## src/rtl/boss_pkg.sv

```systemverilog
// rtl/boss_pkg.sv - shared types and constants for the boss life controller
package boss_pkg;

    localparam int HEALTH_W = 4;
    localparam int TMR_W    = 24;

    localparam int unsigned DEF_INVULN_CYC  = 375000;
    localparam int unsigned DEF_BOOM_CYC    = 32'h00FF_FFFF;
    localparam int unsigned DEF_RESPAWN_CYC = 375000;

    typedef enum logic [2:0] {
        ST_IDLE    = 3'd0,
        ST_ACTIVE  = 3'd1,
        ST_INVULN  = 3'd2,
        ST_BOOM    = 3'd3,
        ST_RESPAWN = 3'd4
    } boss_state_e;

endpackage

```

## src/rtl/boss_life_ctrl_if.sv

```systemverilog
// rtl/boss_life_ctrl_if.sv - hit handshake and status bundle of the boss life controller
interface boss_life_ctrl_if #(
    parameter int NUM_BUL = 4
);
    import boss_pkg::*;

    logic                start;
    logic [NUM_BUL-1:0]  hit_req;
    logic [NUM_BUL-1:0]  hit_ack;
    logic [HEALTH_W-1:0] health;
    logic                boss_en;
    logic                boom;
    logic                revive;
    logic [2:0]          state;

    modport master (
        output start, hit_req,
        input  hit_ack, health, boss_en, boom, revive, state
    );

    modport slave (
        input  start, hit_req,
        output hit_ack, health, boss_en, boom, revive, state
    );

endinterface

```

## src/rtl/boss_rr_arb.sv

```systemverilog
// rtl/boss_rr_arb.sv - round-robin hit arbiter; never grants one slot on back-to-back cycles
module boss_rr_arb #(
    parameter int NUM_BUL = 4
) (
    input  logic               clk,
    input  logic               rst_n,
    input  logic [NUM_BUL-1:0] req,
    input  logic               en,
    output logic [NUM_BUL-1:0] gnt,
    output logic               gnt_vld
);
    localparam int PTR_W = (NUM_BUL > 1) ? $clog2(NUM_BUL) : 1;

    logic [PTR_W-1:0]   ptr_q, ptr_d;
    logic [NUM_BUL-1:0] last_q, last_d;
    logic [NUM_BUL-1:0] elig;
    logic [PTR_W-1:0]   gidx;

    always_comb begin
        gnt     = '0;
        gnt_vld = 1'b0;
        gidx    = '0;
        ptr_d   = ptr_q;
        // last cycle's winner is masked so its requester has time to drop the request
        elig    = en ? (req & ~last_q) : '0;
        for (int i = 0; i < NUM_BUL; i++) begin
            if (!gnt_vld && elig[i] && (PTR_W'(i) >= ptr_q)) begin
                gnt[i]  = 1'b1;
                gnt_vld = 1'b1;
                gidx    = PTR_W'(i);
            end
        end
        for (int i = 0; i < NUM_BUL; i++) begin
            if (!gnt_vld && elig[i] && (PTR_W'(i) < ptr_q)) begin
                gnt[i]  = 1'b1;
                gnt_vld = 1'b1;
                gidx    = PTR_W'(i);
            end
        end
        if (gnt_vld) begin
            ptr_d = (gidx == PTR_W'(NUM_BUL - 1)) ? '0 : gidx + 1'b1;
        end
        last_d = gnt;
    end

    always_ff @(posedge clk or negedge rst_n) begin
        if (!rst_n) begin
            ptr_q  <= '0;
            last_q <= '0;
        end else begin
            ptr_q  <= ptr_d;
            last_q <= last_d;
        end
    end

endmodule

```

## src/rtl/boss_life_ctrl.sv

```systemverilog
// rtl/boss_life_ctrl.sv - boss health/life FSM with round-robin bullet-hit arbitration
// Define BOSS_INVULN_EN to enable the timed INVULN state after a non-lethal hit.
module boss_life_ctrl
    import boss_pkg::*;
#(
    parameter int                  NUM_BUL     = 4,
    parameter logic [HEALTH_W-1:0] HEALTH_MAX  = 4'd8,
    parameter int unsigned         INVULN_CYC  = DEF_INVULN_CYC,
    parameter int unsigned         BOOM_CYC    = DEF_BOOM_CYC,
    parameter int unsigned         RESPAWN_CYC = DEF_RESPAWN_CYC
) (
    input  logic            clk,
    input  logic            rst_n,
    boss_life_ctrl_if.slave bus
);
    localparam logic [TMR_W-1:0] INVULN_LD  = TMR_W'(INVULN_CYC - 1);
    localparam logic [TMR_W-1:0] BOOM_LD    = TMR_W'(BOOM_CYC - 1);
    localparam logic [TMR_W-1:0] RESPAWN_LD = TMR_W'(RESPAWN_CYC - 1);

    boss_state_e         state_q, state_d;
    logic [HEALTH_W-1:0] health_q, health_d;
    logic [TMR_W-1:0]    tmr_q, tmr_d;
    logic                boss_en_q, boss_en_d;
    logic                boom_q, boom_d;
    logic                revive_q, revive_d;
    logic [NUM_BUL-1:0]  ack_q, ack_d;
    logic [NUM_BUL-1:0]  gnt;
    logic                gnt_vld;
    logic                arb_en;

`ifdef BOSS_INVULN_EN
    assign arb_en = (state_q == ST_ACTIVE) || (state_q == ST_INVULN);
`else
    logic unused_invuln;
    assign unused_invuln = ^INVULN_LD;
    assign arb_en = (state_q == ST_ACTIVE);
`endif

    boss_rr_arb #(
        .NUM_BUL (NUM_BUL)
    ) u_arb (
        .clk     (clk),
        .rst_n   (rst_n),
        .req     (bus.hit_req),
        .en      (arb_en),
        .gnt     (gnt),
        .gnt_vld (gnt_vld)
    );

    always_comb begin
        state_d  = state_q;
        health_d = health_q;
        tmr_d    = tmr_q;
        unique case (state_q)
            ST_IDLE: begin
                if (bus.start) begin
                    state_d  = ST_ACTIVE;
                    health_d = HEALTH_MAX;
                end
            end
            ST_ACTIVE: begin
                if (gnt_vld) begin
                    if (health_q <= HEALTH_W'(1)) begin
                        health_d = '0;
                        state_d  = ST_BOOM;
                        tmr_d    = BOOM_LD;
                    end else begin
                        health_d = health_q - 1'b1;
`ifdef BOSS_INVULN_EN
                        state_d  = ST_INVULN;
                        tmr_d    = INVULN_LD;
`endif
                    end
                end
            end
`ifdef BOSS_INVULN_EN
            ST_INVULN: begin
                if (tmr_q == '0) state_d = ST_ACTIVE;
                else             tmr_d   = tmr_q - 1'b1;
            end
`endif
            ST_BOOM: begin
                if (tmr_q == '0) begin
                    state_d  = ST_RESPAWN;
                    health_d = HEALTH_MAX;
                    tmr_d    = RESPAWN_LD;
                end else begin
                    tmr_d = tmr_q - 1'b1;
                end
            end
            ST_RESPAWN: begin
                if (tmr_q == '0) state_d = bus.start ? ST_ACTIVE : ST_IDLE;
                else             tmr_d   = tmr_q - 1'b1;
            end
            default: state_d = ST_IDLE;
        endcase

        // status flags are decoded from the next state so they flip on the same edge
        boss_en_d = (state_d == ST_ACTIVE) || (state_d == ST_INVULN) || (state_d == ST_RESPAWN);
        boom_d    = (state_d == ST_BOOM);
        revive_d  = (state_d == ST_RESPAWN);
        ack_d     = gnt;
    end

    always_ff @(posedge clk or negedge rst_n) begin
        if (!rst_n) begin
            state_q   <= ST_IDLE;
            health_q  <= '0;
            tmr_q     <= '0;
            boss_en_q <= 1'b0;
            boom_q    <= 1'b0;
            revive_q  <= 1'b0;
            ack_q     <= '0;
        end else begin
            state_q   <= state_d;
            health_q  <= health_d;
            tmr_q     <= tmr_d;
            boss_en_q <= boss_en_d;
            boom_q    <= boom_d;
            revive_q  <= revive_d;
            ack_q     <= ack_d;
        end
    end

    assign bus.state   = state_q;
    assign bus.health  = health_q;
    assign bus.boss_en = boss_en_q;
    assign bus.boom    = boom_q;
    assign bus.revive  = revive_q;
    assign bus.hit_ack = ack_q;

endmodule

```

## src/flat_wrapper.sv

```systemverilog
// flat-port wrapper written by rule: the top's interface ports become plain ports
module boss_life_ctrl_flat import boss_pkg::*;
#(
    parameter int                  NUM_BUL     = 4,
    parameter logic [HEALTH_W-1:0] HEALTH_MAX  = 4'd8,
    parameter int unsigned         INVULN_CYC  = DEF_INVULN_CYC,
    parameter int unsigned         BOOM_CYC    = DEF_BOOM_CYC,
    parameter int unsigned         RESPAWN_CYC = DEF_RESPAWN_CYC
)
  (clk, rst_n, bus_start, bus_hit_req, bus_hit_ack, bus_health, bus_boss_en, bus_boom, bus_revive, bus_state);
  boss_life_ctrl_if #(.NUM_BUL(NUM_BUL)) bus_i ();
  input  logic clk;
  input  logic rst_n;
  input wire logic [$bits(bus_i.start)-1:0] bus_start;
  input wire logic [$bits(bus_i.hit_req)-1:0] bus_hit_req;
  output wire logic [$bits(bus_i.hit_ack)-1:0] bus_hit_ack;
  output wire logic [$bits(bus_i.health)-1:0] bus_health;
  output wire logic [$bits(bus_i.boss_en)-1:0] bus_boss_en;
  output wire logic [$bits(bus_i.boom)-1:0] bus_boom;
  output wire logic [$bits(bus_i.revive)-1:0] bus_revive;
  output wire logic [$bits(bus_i.state)-1:0] bus_state;
  assign bus_i.start = bus_start;
  assign bus_i.hit_req = bus_hit_req;
  assign bus_hit_ack = bus_i.hit_ack;
  assign bus_health = bus_i.health;
  assign bus_boss_en = bus_i.boss_en;
  assign bus_boom = bus_i.boom;
  assign bus_revive = bus_i.revive;
  assign bus_state = bus_i.state;
  boss_life_ctrl #(.NUM_BUL(NUM_BUL), .HEALTH_MAX(HEALTH_MAX), .INVULN_CYC(INVULN_CYC), .BOOM_CYC(BOOM_CYC), .RESPAWN_CYC(RESPAWN_CYC)) u_core (.clk(clk), .rst_n(rst_n), .bus(bus_i));
endmodule
```

## config.mk

```make
export PLATFORM = sky130hd
export DESIGN_NAME = boss_life_ctrl_flat
export DESIGN_NICKNAME = d
export VERILOG_FILES = /design/src/rtl/boss_pkg.sv /design/src/rtl/boss_life_ctrl_if.sv /design/src/rtl/boss_rr_arb.sv /design/src/rtl/boss_life_ctrl.sv /design/src/flat_wrapper.sv
export SDC_FILE = /design/constraint.sdc
export NUM_CORES = 1
export LEC_CHECK = 0
export CAP_MARGIN = 5
export CORE_MARGIN = 2
export CORE_UTILIZATION = 52
export DETAILED_ROUTE_END_ITERATION = 7
export MAX_ROUTING_LAYER = met4
export PLACE_DENSITY_LB_ADDON = 0.2
export SYNTH_ARGS = -nofsm -noshare
export SYNTH_HDL_FRONTEND = slang
export SYNTH_SLANG_ARGS = --single-unit
```

## constraint.sdc

```tcl
create_clock -name clk -period 2.2 [get_ports clk]
set_input_delay 0.22 -clock clk [delete_from_list [all_inputs] [get_ports clk]]
set_output_delay 0.22 -clock clk [all_outputs]
set_load 0.005 [all_outputs]
```

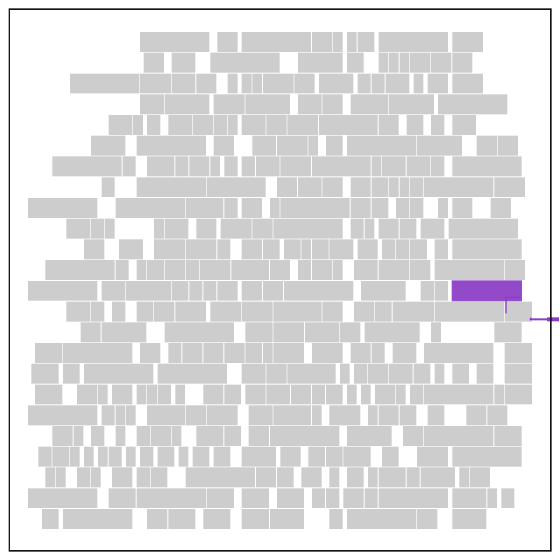
(images/port_nets.png)
legend:
  bus_revive:
    colour: purple
    bits: 1
    direction: output
    end_cells: 1
    buffers: 1
    wire: 6.10 um
top-level port count: 21
PortBufs: 20

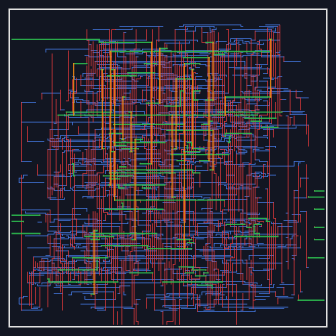
(images/metal_stack.png)
legend:
  met2:
    colour: red
    wire_length: 3,760 um
  met1:
    colour: blue
    wire_length: 3,070 um
  met3:
    colour: green
    wire_length: 582 um
  met4:
    colour: orange
    wire_length: 337 um
wire length per cell: 19.14 um
aggregate global-route resource usage: 30.89%

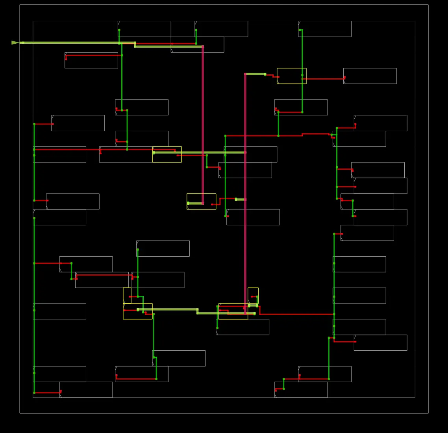
(images/final_clocks.png)
clock network power: 475 uW
Worst-Skew Late Latency: 0.30 ns
# clock sinks: 40
sequential cells: 40

==> impl_metrics.toml <==
# synthesis and place-and-route metrics
[run_status]
status = "finished, violations left"
failing_checks = "setup timing"

[drt]
routed-via-count = 2598
drt_iter0_drc = 321

[setup_path]
setup.worst_path.class = "register to register"
worstSetupStartpoint = "u_core.tmr_q[9]$_DFFE_PN0P_"
critical_path.endpoint = "u_core.tmr_q[17]$_DFFE_PN0P_"
r2r.worst_path.cells = 7
worst-r2r-setup-slack_ns = -0.19
cp.arrival_ns = 2.62
cp.required_ns = 2.44
worst_r2r_startpoint = "u_core.tmr_q[9]$_DFFE_PN0P_"
cp_top_family = "simple AND/OR/NAND/NOR gates"
startpoint_type = "register"
crit_path_cell_chain = "or4_4, buf_6, nor4_4, nand2_1, or3_4, a2111o_1, nand2_1"

[die]
fraction_of_the_core_area_occupied_by_cells_at_floorplan_pct = 53.73
die-height_um = 70.85
dieWidth_um = 70.85
core_area_um2 = 4324
design.die.area_um2 = 5019

[clock_network]
cts-hold-fix-buffers = 0
worst_setup_hold_path_clk_slew_ns = 0.08
number_of_buffers_created_by_cts = 5
postCtsResizedCells = 43
clock_tree.root_cell = "sky130_fd_sc_hd__clkbuf_8"
cts_tree = "built"

[synth]
logic_family = "simple AND/OR/NAND/NOR gates"
synth.lib_cells_used.distinct = 49
synth-cells-yosys = 265
synth_dominant_cell_count = "sky130_fd_sc_hd__dfrtp_1"
synth-seq-area-share_pct = 43.08
yosysTopAreaCell = "sky130_fd_sc_hd__dfrtp_1"
ys_flops = 40
synth_area_in_adders_pct = 1.616
yosys.area.top_type_share_pct = 43.08

[finish]
antennaDiodeCount = 0
final_net_count = 363
nFillCells = 276

[run]
max-cap-violations = 0
warning_count = 30

[power_and_ir_drop]
sw_share_pct = 40.73
cellLeakagePower_nw = 1.409
power.switching_mw = 1.394

[worst_hold_path]
timing.hold.worst.class = "primary input to asynchronous set/reset pin"

[timing]
drv_slew = 0
finalWorstSetupSlack_ns = -0.1880
report.final.setup_viol = 20
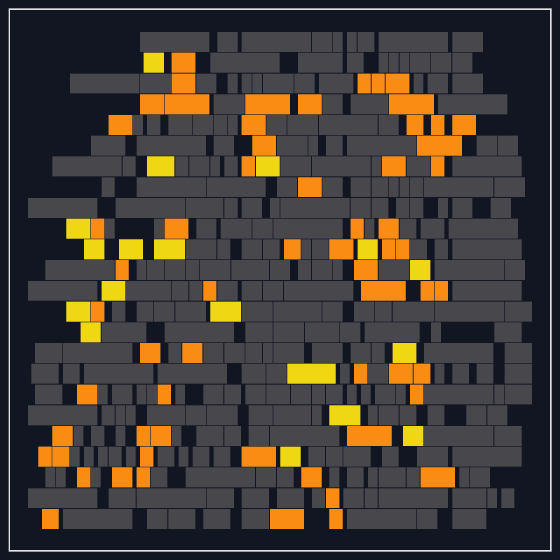
(images/gate_families.png)
legend:
  inverting AOI/OAI gates:
    colour: orange
    cells: 61
    most_used: a21oi_1
    where: widely spread
  AND-OR and OR-AND gates:
    colour: yellow
    cells: 18
    most_used: a21o_1
tally of non-filler cells in the final layout: 405
logic share of the area: 43.75%
most used logic cell in the final layout: sky130_fd_sc_hd__buf_4

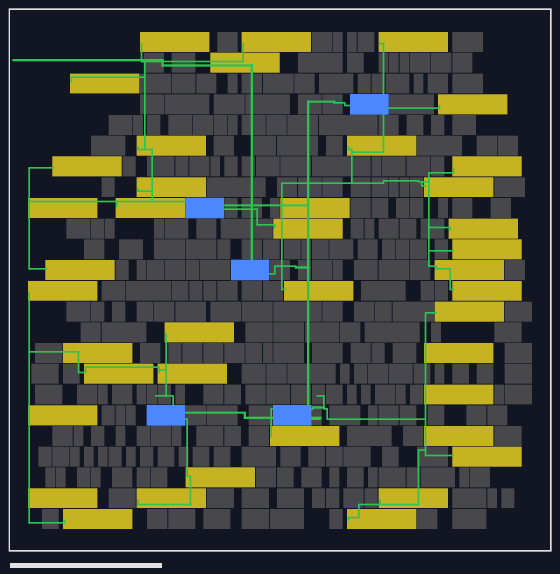
(images/clock_map.png)
Scale bar: 20 um.
legend:
  clock wires:
    colour: green
    length: 529 um
  flip-flops:
    colour: yellow
    count: 40
  cells driving clock nets:
    colour: blue
    count: 5
routed clock nets: 6
share of total power in the clock network: 13.9%
Max Clock Skew: 0.006402 ns

==> power by group through the flow <==
| stage | logic, mW | clock network (mW) | registers (mW) |
|---|---|---|---|
| 2_1_floorplan | 0.722 | 0 | 1.16 |
| 3_3_place_gp | 1.34 | 0 | 1.14 |
| 3_5_place_dp | 1.37 | 0 | 1.16 |
| 4_1_cts | 1.56 | 0.473 | 1.15 |
| 5_1_grt | 1.90 | 0.508 | 1.20 |
| 6_report | 1.76 | 0.475 | 1.19 |
==> area by class of cell <==
cell class | instances | area, um2 | area share, %
well taps | 52 | 65.06 | 1.890
multi-input cells | 210 | 1506 | 43.75
repair buffers | 87 | 759.5 | 22.06
clock buffers | 6 | 72.57 | 2.108
clock inverters | 1 | 5.005 | 0.1453
flip-flops and latches | 40 | 1001 | 29.07
inverters | 9 | 33.78 | 0.9811
==> layout by cell type (no fill, tap or decap), drive strengths merged, types with 6 or more instances in the layout <==
master         Yosys  layout
nor4               6       6
buf                2      68
inv                9       9
nor2b              6       6
clkdlybuf4s50      0      19
o21ai             17      17
nor2              21      21
nand3             16      16
nor3              13      13
clkbuf             5       6
or3                6       6
a21oi             24      24
nand2             30      30
nand2b             8       8
dfrtp             40      40
==> sequential cells by signal (all words and copies together), names as in the netlist <==
signal / count
u_core.bus.boom: 1
u_core.bus.boss_en: 1
u_core.bus.hit_ack: 4
u_core.tmr_q: 24
u_core.u_arb.ptr_q: 2
u_core.bus.health: 4
u_core.bus.revive: 1
u_core.bus.state: 3
==> routing by layer <==
metal | share of wire, % | vias up | routed length [um] | GRT usage [%]
met5 | 0 | - | 0 | -
met4 | 4.3 | 0 | 336 | 13.42
met3 | 7.5 | 42 | 582 | 6.695
met2 | 48 | 164 | 3759 | 48.39
met1 | 40 | 1238 | 3073 | 38.72
li1 | - | 1154 | - | -
Power and IR drop assume default switching activity.
